Design layer_compositor, sky130hd; sources not shown.
port_trees.png
Scale bar: 20 um.
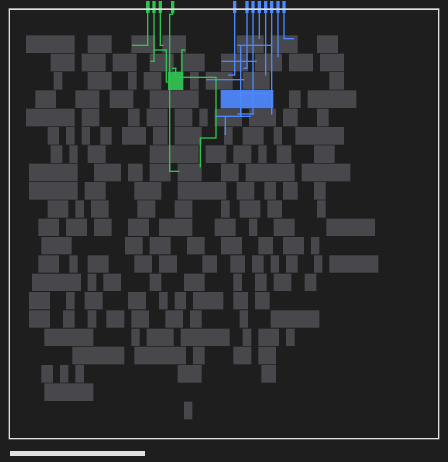
[`layer_white`] green | bits: 4 | direction: input | end cells: 1 | buffers: 4 | wire: 81.0 um
[`vga_rgb`] blue | bits: 8 | direction: output | end cells: 1 | buffers: 8 | wire: 116 um
Ports: 48
number of port buffers: 34

closeup.png
Scale bar: 10 um. Region (3, 3) to (28, 28) um. Cells in grey, sequential cells in the stronger grey; small squares are vias.
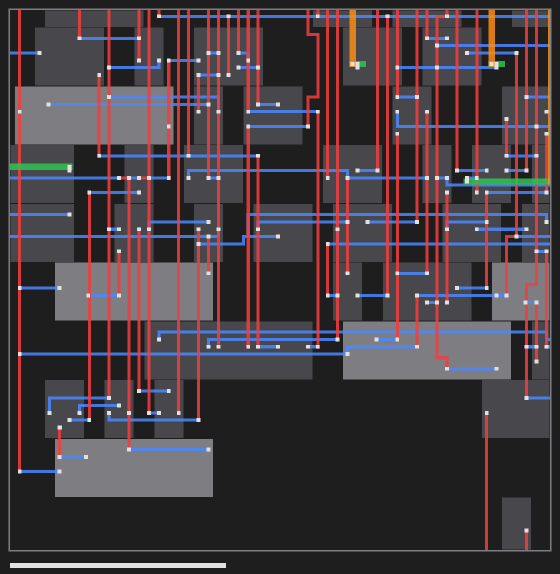
[M2] red
[M1] blue
[M4] orange
[M3] green
cells with their middle in the window: 34
most frequent: nand2_1 (6), buf_4 (6)
sequential cells in the window: 4

==> flow_summary_export.csv <==
group,metric,value,unit
finish,clkbuf_count,4,
power_and_ir_drop,ir_drop,0.370,mV
finish,dominant_cells,"multi-input combinational cells",
global_route,grt_use_met2,0.342,
final_timing,setup_ws,99.5,ps
finish,n_fill_cell,434,
die,die_w,63.6,um
yosys,avgSynthCellArea,8.14,um2
finish,buffers,51,
run,warning_count,39,
global_route,grt_use_met1,0.162,
yosys,edf_count,0,
final_timing,fin_skew,4.29,ps
detailed_routing,wl_per_cell,15.5,um
yosys,ys_sh_adder,0.0126,
placement,place_inst,204,
global_route,antenna_found_initial,0,
critical_path,path_buffers,1,
critical_path,critPathTopFamily,"flip-flops",
yosys,yosysUniqueCellTypes,36,
yosys,async_reset_ff_frac,0,
finish,fin_nets,197,
yosys,yosysCellCount,122,
cts,clk_latency,300,ps
yosys,ys_seq_frac,0.403,
cts,clockBufferDepth,2,
cts,cts_buffers,3,
yosys,synthCells,122,
finish,final-clk-cell-share,0.0242,
critical_path,crit_path_start_kind,"register",
yosys,top_area_frac,0.403,
critical_path,critical_path_class,"register to primary output",
yosys,synth_area,993,um2
die,tapcell.inserted,46,
die,fp_util,0.295,
cts,cts_tree,"built",
finish,register_area,403,um2
finish,stdcell_count,208,
final_timing,fin_crit,1600,ps
yosys,fp_nets,156,
final_timing,fin_hold_ws,467,ps
detailed_routing,dr.pass1.iters,4,
yosys,mux_area_frac,0.0227,
cts,cts.sink_count,20,
global_route,grt_usage,0.168,
critical_path,worst_ep_required_time,1190,ps
finish,largest_reg_flops,8,
placement,dp_slack,-430,ps
finish,buf_share,0.314,
yosys,numSynthFlops,20,
global_route,grt_max_degree,18,
final_timing,rsz0062_at_grt,"yes",
die,row_count,21,
die,die-area,0.00404,mm2
detailed_routing,wl,3210,um
cts,htree_num_levels,1,
critical_path,r2r_cells,5,
finish,nFlopsAndLatches,20,
yosys,synthAoiAreaFrac,0.200,
detailed_routing,drc,0,
detailed_routing,viasPerCell,5.05,
yosys,yosysChipArea,993,um2
detailed_routing,drtIter0Drc,12,
critical_path,timing.reg2reg.setup_slack,140,ps
worst_hold_path,hold_path_class,"register to register",
yosys,xor_share,0.00882,
critical_path,worstPathMaxFanout,4,
cts,hold_buffers,0,
finish,drive_above_1_share,0.235,
run_status,status,"finished, final reports clean",
die,coreArea,0.00336,mm2
global_route,busiest_layer,"met2",
stage by stage:
| stage | instance area (um2) | util |
|---|---|---|
| finish | 1500 | 0.445 |
| global route | 1500 | 0.445 |
| CTS | 1490 | 0.443 |
| detailed placement | 1430 | 0.425 |
| global placement | 1430 | 0.425 |
| floorplan | 993 | - |
repair_timing:
action / 4_1_cts / 5_1_grt
pin swaps: 3 / 0
gates cloned: 0 / 0
setup endpoints to repair: 19 / 14
setup buffers: 0 / 0
resized: 39 / 4
power breakdown:
group	total (mW)	internal, mW	leakage, nW	switching, mW
clock	0.282	0.131	0.0210	0.151
sequential	0.495	0.483	0.163	0.0120
combinational	0.206	0.105	0.378	0.101
No activity file was given, so power comes from the tool's default toggle rates.
